### config.mk
export PLATFORM = sky130hd
export DESIGN_NAME = uart_wb_master
export DESIGN_NICKNAME = d
export VERILOG_FILES = /design/src/rtl/uart_wb_master.sv
export SDC_FILE = /design/constraint.sdc
export NUM_CORES = 1
export LEC_CHECK = 0
export ABC_AREA = 1
export CORE_ASPECT_RATIO = 1.75
export CORE_UTILIZATION = 46
export DETAILED_ROUTE_END_ITERATION = 7
export PLACE_DENSITY = 0.79
export SETUP_SLACK_MARGIN = 0.15
export SYNTH_ARGS = -nofsm -noshare
export SYNTH_HDL_FRONTEND = slang
export SYNTH_SLANG_ARGS = --single-unit
### constraint.sdc
create_clock -name CLK_I -period 2.57 [get_ports CLK_I]
set_clock_uncertainty 0.05 [all_clocks]
set_input_delay 0.514 -clock CLK_I [delete_from_list [all_inputs] [get_ports CLK_I]]
set_output_delay 0.514 -clock CLK_I [all_outputs]
set_load 0.1 [all_outputs]
### src/rtl/uart_wb_master.sv
// uart_wb_master: polls a MiniUART over WISHBONE and bridges its data register
// to valid/ready byte streams. Define UART_WBM_IRQ_EN to gate polling on rx_irq.
module uart_wb_master #(
    parameter int FIFO_DEPTH  = 4,
    parameter int HOLDOFF     = 3,
    parameter int ACK_TIMEOUT = 8
) (
    input  logic        CLK_I,
    input  logic        RST_N_I,
    output logic [2:0]  ADR_O,
    output logic [31:0] DAT_O,
    input  logic [31:0] DAT_I,
    output logic        STB_O,
    output logic        WE_O,
    input  logic        ACK_I,
    input  logic        rx_irq,
    input  logic [7:0]  tx_data,
    input  logic        tx_valid,
    output logic        tx_ready,
    output logic [7:0]  rx_data,
    output logic        rx_valid,
    input  logic        rx_ready,
    output logic        bus_err
);

    localparam logic [2:0] OFF_UART_DATA = 3'd0;
    localparam logic [2:0] OFF_UART_LSR  = 3'd5;

    localparam int AW = $clog2(FIFO_DEPTH);
    localparam int CW = AW + 1;
    localparam int TW = $clog2(ACK_TIMEOUT + 1);
    localparam int HW = $clog2(HOLDOFF + 1);

    typedef enum logic [2:0] {
        S_IDLE,
        S_POLL,
        S_RD,
        S_WR,
        S_HOLD
    } state_t;

    state_t state;

    logic [7:0]    tx_mem [FIFO_DEPTH];
    logic [AW-1:0] tx_wr;
    logic [AW-1:0] tx_rd;
    logic [CW-1:0] tx_cnt;
    logic          tx_full;
    logic          tx_empty;
    logic          tx_push;
    logic          tx_pop;

    logic [7:0]    rx_mem [FIFO_DEPTH];
    logic [AW-1:0] rx_wr;
    logic [AW-1:0] rx_rd;
    logic [CW-1:0] rx_cnt;
    logic          rx_full;
    logic          rx_push;
    logic          rx_pop;

    logic [TW-1:0] tmo_cnt;
    logic [HW-1:0] hold_cnt;
    logic          last_rx;
    logic          rx_ok;
    logic          tx_ok;
    logic          tmo_hit;
    logic          idle_go;

    assign tx_full  = (tx_cnt == CW'(FIFO_DEPTH));
    assign tx_empty = (tx_cnt == '0);
    assign tx_ready = !tx_full;
    assign tx_push  = tx_valid && !tx_full;
    assign tx_pop   = (state == S_WR) && STB_O && ACK_I;

    assign rx_full  = (rx_cnt == CW'(FIFO_DEPTH));
    assign rx_valid = (rx_cnt != '0);
    assign rx_data  = rx_mem[rx_rd];
    assign rx_pop   = rx_valid && rx_ready;
    assign rx_push  = (state == S_RD) && STB_O && ACK_I;

    // LSR bit0 = byte received, bit5 = transmitter idle
    assign rx_ok   = DAT_I[0] && !rx_full;
    assign tx_ok   = DAT_I[5] && !tx_empty;
    assign tmo_hit = (tmo_cnt == TW'(ACK_TIMEOUT - 1));

`ifdef UART_WBM_IRQ_EN
    assign idle_go = rx_irq || !tx_empty;
`else
    assign idle_go = 1'b1;
`endif

    always_ff @(posedge CLK_I or negedge RST_N_I) begin
        if (!RST_N_I) begin
            tx_wr  <= '0;
            tx_rd  <= '0;
            tx_cnt <= '0;
            for (int i = 0; i < FIFO_DEPTH; i++) tx_mem[i] <= '0;
        end else begin
            if (tx_push) begin
                tx_mem[tx_wr] <= tx_data;
                tx_wr         <= tx_wr + AW'(1);
            end
            if (tx_pop) tx_rd <= tx_rd + AW'(1);
            tx_cnt <= tx_cnt + CW'(tx_push) - CW'(tx_pop);
        end
    end

    always_ff @(posedge CLK_I or negedge RST_N_I) begin
        if (!RST_N_I) begin
            rx_wr  <= '0;
            rx_rd  <= '0;
            rx_cnt <= '0;
            for (int i = 0; i < FIFO_DEPTH; i++) rx_mem[i] <= '0;
        end else begin
            if (rx_push) begin
                rx_mem[rx_wr] <= DAT_I[7:0];
                rx_wr         <= rx_wr + AW'(1);
            end
            if (rx_pop) rx_rd <= rx_rd + AW'(1);
            rx_cnt <= rx_cnt + CW'(rx_push) - CW'(rx_pop);
        end
    end

    always_ff @(posedge CLK_I or negedge RST_N_I) begin
        if (!RST_N_I) begin
            state    <= S_IDLE;
            STB_O    <= 1'b0;
            WE_O     <= 1'b0;
            ADR_O    <= '0;
            DAT_O    <= '0;
            tmo_cnt  <= '0;
            hold_cnt <= '0;
            last_rx  <= 1'b0;
            bus_err  <= 1'b0;
        end else if (STB_O && !ACK_I) begin
            // stalled access: abort after ACK_TIMEOUT cycles without ACK
            if (tmo_hit) begin
                state    <= S_HOLD;
                STB_O    <= 1'b0;
                WE_O     <= 1'b0;
                ADR_O    <= '0;
                DAT_O    <= '0;
                tmo_cnt  <= '0;
                hold_cnt <= '0;
                bus_err  <= 1'b1;
            end else begin
                tmo_cnt <= tmo_cnt + TW'(1);
            end
        end else begin
            tmo_cnt <= '0;
            unique case (state)
                S_IDLE: begin
                    if (idle_go) begin
                        state <= S_POLL;
                        STB_O <= 1'b1;
                        WE_O  <= 1'b0;
                        ADR_O <= OFF_UART_LSR;
                    end
                end
                S_POLL: begin
                    if (rx_ok && (!tx_ok || !last_rx)) begin
                        state <= S_RD;
                        ADR_O <= OFF_UART_DATA;
                    end else if (tx_ok) begin
                        state <= S_WR;
                        WE_O  <= 1'b1;
                        ADR_O <= OFF_UART_DATA;
                        DAT_O <= {24'b0, tx_mem[tx_rd]};
                    end else begin
                        state <= S_IDLE;
                        STB_O <= 1'b0;
                        ADR_O <= '0;
                    end
                end
                S_RD, S_WR: begin
                    state    <= S_HOLD;
                    STB_O    <= 1'b0;
                    WE_O     <= 1'b0;
                    ADR_O    <= '0;
                    DAT_O    <= '0;
                    hold_cnt <= '0;
                    last_rx  <= (state == S_RD);
                end
                S_HOLD: begin
                    if (hold_cnt == HW'(HOLDOFF - 1)) begin
                        state <= S_POLL;
                        STB_O <= 1'b1;
                        WE_O  <= 1'b0;
                        ADR_O <= OFF_UART_LSR;
                    end else begin
                        hold_cnt <= hold_cnt + HW'(1);
                    end
                end
                default: begin
                    state <= S_IDLE;
                    STB_O <= 1'b0;
                    WE_O  <= 1'b0;
                    ADR_O <= '0;
                    DAT_O <= '0;
                end
            endcase
        end
    end

endmodule

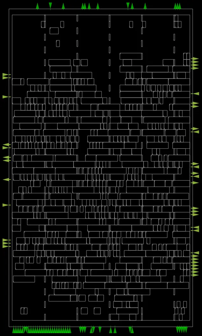
Figure 1: run 1, placed standard cells.
cell row count: 48
Layout fillers: 892
Util after Layout: 56.3%
flop count: 100

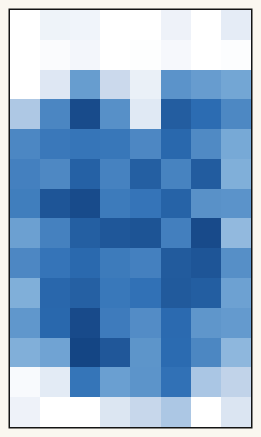
Figure 2: run 1, cell area per tile.
The die is cut into 8 by 14 equal tiles; white is low, dark blue is high, 0 to 100% covered.
The mean over all tiles is 51%. 12% of the tiles are nearly empty. 24% of the tiles are over 75% full. The fullest tile reaches 92%.
fp util: 47.5%
core region area: 0.00991 mm^2

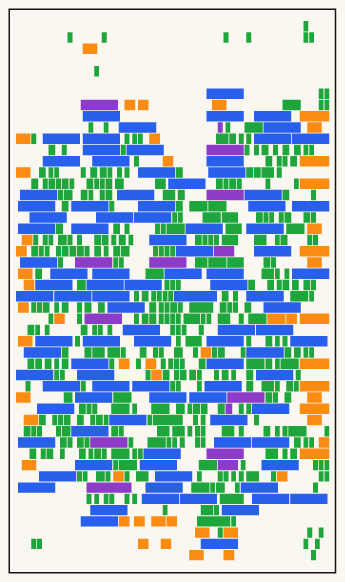
Figure 3: run 1, placed cells, one color a class.
Key: blue = sequential cells [cells 100]; orange = remaining buffers and delay cells [cells 51]; purple = clock drivers and dummy loads [cells 14]; green = combinational and other logic [cells 410]
sequential cell area share: 44.9%
fin area: 0.00558 mm^2

==> notes.md, run 1 <==
impl run done, here's what came out: hold_buf cts 0, worst slew pin tran just under 700 ps, Final setup viols 0, Post-Synthesis Cells approximately 530, fin crit period about 2300 ps, area grow syn2layout 18.5%, worst-path cell chain inv_1 -> o21ai_0 -> o22ai_2 -> buf_12, Clk power ~1.3 mW, Non-CTS buffers roughly 51, post-detail-place hpwl roughly 7000 um, DRC Markers 0, Non-clk invs 48, Compound Share, Synth between 10% and 20%, met1 wire length 3790 um, Vias about 3,600, critical path depth 4, WL/cell between 10 and 15 um, Clock buf/inv share ~5.2%, register clock-pin slew on the reported worst setup and hold paths 60 ps, Critical Path End rx_data[3], mux share 0%, post-layout period usage of the worst path between 80 and 90%, Latency at later pin roughly 340 ps, Slew Viols, Final 0, GRT met2 Usage 37.9%, # Cells Yosys roughly 530, f_max 0.443 GHz, Psw approximately 3.8 mW, R2R Setup Slk 390 ps, Root Driver clkbuf_16, Comb power slightly above 4 mW, top post-synthesis cells by count nand2_1 (128), dfrtp_1 (100), o21ai_0 (72), cell accounting for the most synthesized area dfrtp_1, biggest regs rx_mem (32), tx_mem (32), DAT_O (8), pre-CTS WS -79.6 ps, most frequent cells in the layout nand2_1 (125), dfrtp_1 (99), o21ai_0 (72), grt met1 use a little over a fifth, Fin Setup TNS 0 ps, Max IR drop VDD between 0.001 and 0.0015 V, initial antenna violation count 0, met3 Use GR 3.83%, Post-synth EDFFs 0, CP Buf/Inv Count 2, biggest area consumer among cell classes flip-flops and latches, worst hold-check slack between 150 and 200 ps, worst endpoint data arrival time 1690 ps, status finished clean, GRT busiest layer met2, Async SR Flop Fraction 100%, reg2reg start state[2]$_DFFE_PN0P_, internal power 4.24 mW, ANT cells 0, Clock Power Share ~17%, CP required 2010 ps, Die ar. between 0.01 and 0.015 mm^2, setup ws final roughly 310 ps, crit end category output port, tap cell count about 130, share of cells above drive strength 1 about an eighth, Die X between 70 and 80 um, relative slew slack a little over half, overall power approximately 8 mW, post-synth area from yosys stat 0.00471 mm^2, Cell Area, Synth 0.00471 mm^2, Log Warnings 58, DP Cell Count between 600 and 700, P_seq around 2.7 mW, clock buffer count 12, Syn Area/Cell 8.94 um^2, number of max-cap violations 0, R2R Path End rx_cnt[2]$_DFF_PN0_, GPL Wtd Cong 0.782, met2 WL ~5400 um, CTS Buf Count 9, Max FO, Critical Path 17, Setup Crit Path Kind reg2out, Max H-tree Level 3, Post-CTS Setup Inserts 0, Startpoint Class flop, CP top delay family buffers and inverters, Non-clock buffer share 9.77%, Pleak approximately 2.9 nW, simple share between 10% and 20%
Figure 4. Where the registers sit (run 1).
Bar = 20 um.
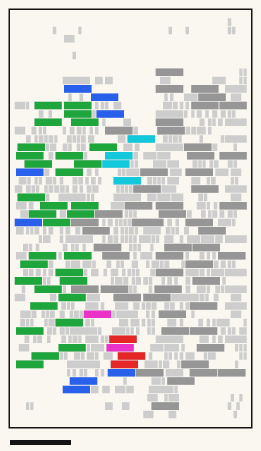

--- run 2 (diff from run 1) ---
TNS_END_PERCENT = 30   (was unset)
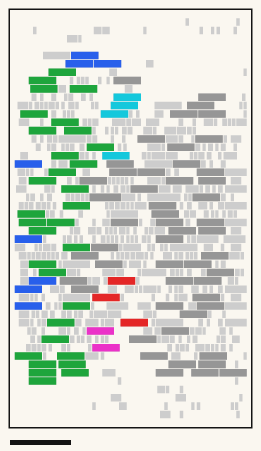
Figure 5: run 2, where the registers sit.
Bar = 20 um.
Key: red = `tx_cnt` [placed flops 3]; blue = `DAT_O` [placed flops 8]; green = `tx_mem` [placed flops 32, where a vertical strip on the left]; cyan = `tmo_cnt` [placed flops 4, where north]; magenta = `tx_wr` [placed flops 2]
Another 51 sequential cells are not colored.
Seq. cell area: 0.00251 mm^2
Util after Layout: 55.9%
sequential cell area share: 45.3%
P_seq: 2.65 mW

==> notes.md, run 2 <==
impl run done, here's what came out: overall power 8.02 mW, Layout fillers around 870, Startpoint Class flop, critical path depth 4, Clock buf/inv share roughly 5.4%, R2R Path End rx_cnt[2]$_DFF_PN0_, most frequent cells in the layout nand2_1 (126), dfrtp_1 (99), o21ai_0 (72), status finished clean, DP Cell Count between 600 and 700, WL/cell roughly 14 um, worst slew pin tran around 560 ps, Syn Area/Cell slightly below 9 um^2, # Cells Yosys 527, R2R cell count 10, met1 wire length 3760 um, Vias ~3,600, fin cells around 700, worst endpoint data arrival time between 1500 and 2000 ps, cell accounting for the most synthesized area dfrtp_1, Logic pwr share between 50 and 60%, CP top delay family flip-flops, DR vias/cell 5.17, flop count 100, Async SR Flop Fraction 100%, Post-synth EDFFs 0, ANT cells 0, clock buffer count 9, Post-CTS Setup Inserts 0, post-detail-place hpwl between 7000 and 8000 um, Setup Crit Path Kind reg2out, internal power 4.16 mW, Pleak between 2 and 3 nW, post-synth area from yosys stat 0.00471 mm^2, tap cell count 125, post-layout period usage of the worst path 88.4%, Nets approximately 630, Non-clk invs roughly 48, Max FO, Critical Path 10, R2R Setup Slk around 400 ps, Root Driver clkbuf_16, crit end category output port, GRT met2 Usage between 30% and 40%, Max IR drop VDD a little over 0.001 V, GRT busiest layer met2, Compound Share, Synth 14.2%, CTS tree done, grt met1 use roughly 22%, Non-clock buffer share approximately a tenth, Area after DPL approximately 0.0052 mm^2, fin area about 0.0055 mm^2, Post-Synthesis Cells around 530, Comb power 4.02 mW, f_max ~0.44 GHz, gr ovfl total 0, register clock-pin slew on the reported worst setup and hold paths around 70 ps, Cell Area, Synth about 0.0047 mm^2, worst hold-check slack approximately 110 ps, top post-synthesis cells by count nand2_1 (128), dfrtp_1 (100), o21ai_0 (72), number of max-cap violations 0, Fin Setup TNS 0 ps, relative slew slack a little over three fifths, Max H-tree Level 3, CP Buf/Inv Count 2, area grow syn2layout 17.6%, Slew Viols, Final 0, synth warn 0, pre-CTS WS -42.4 ps, setup ws final between 200 and 300 ps, met2 WL roughly 5400 um, biggest area consumer among cell classes flip-flops and latches, uppermost layer routed met4, hold_buf cts 0, DRC Markers 0, Psw about 3.9 mW, initial antenna violation count 0, Final setup viols 0, CP required 2010 ps, Die X roughly 78 um, met3 Use GR between 3 and 4%, Die ar. between 0.01 and 0.015 mm^2, biggest regs rx_mem (32), tx_mem (32), DAT_O (8), fp util ~48%, fin crit period around 2300 ps, worst-path cell chain inv_2 -> o21ai_0 -> o22ai_1 -> buf_12, Latency at later pin 350 ps, simple share between 15 and 20%, Clk power ~1.4 mW, Clock Power Share 16.8%, share of cells above drive strength 1 about 13%
Power figures rest on the tool's default switching activity, not on a simulated workload.
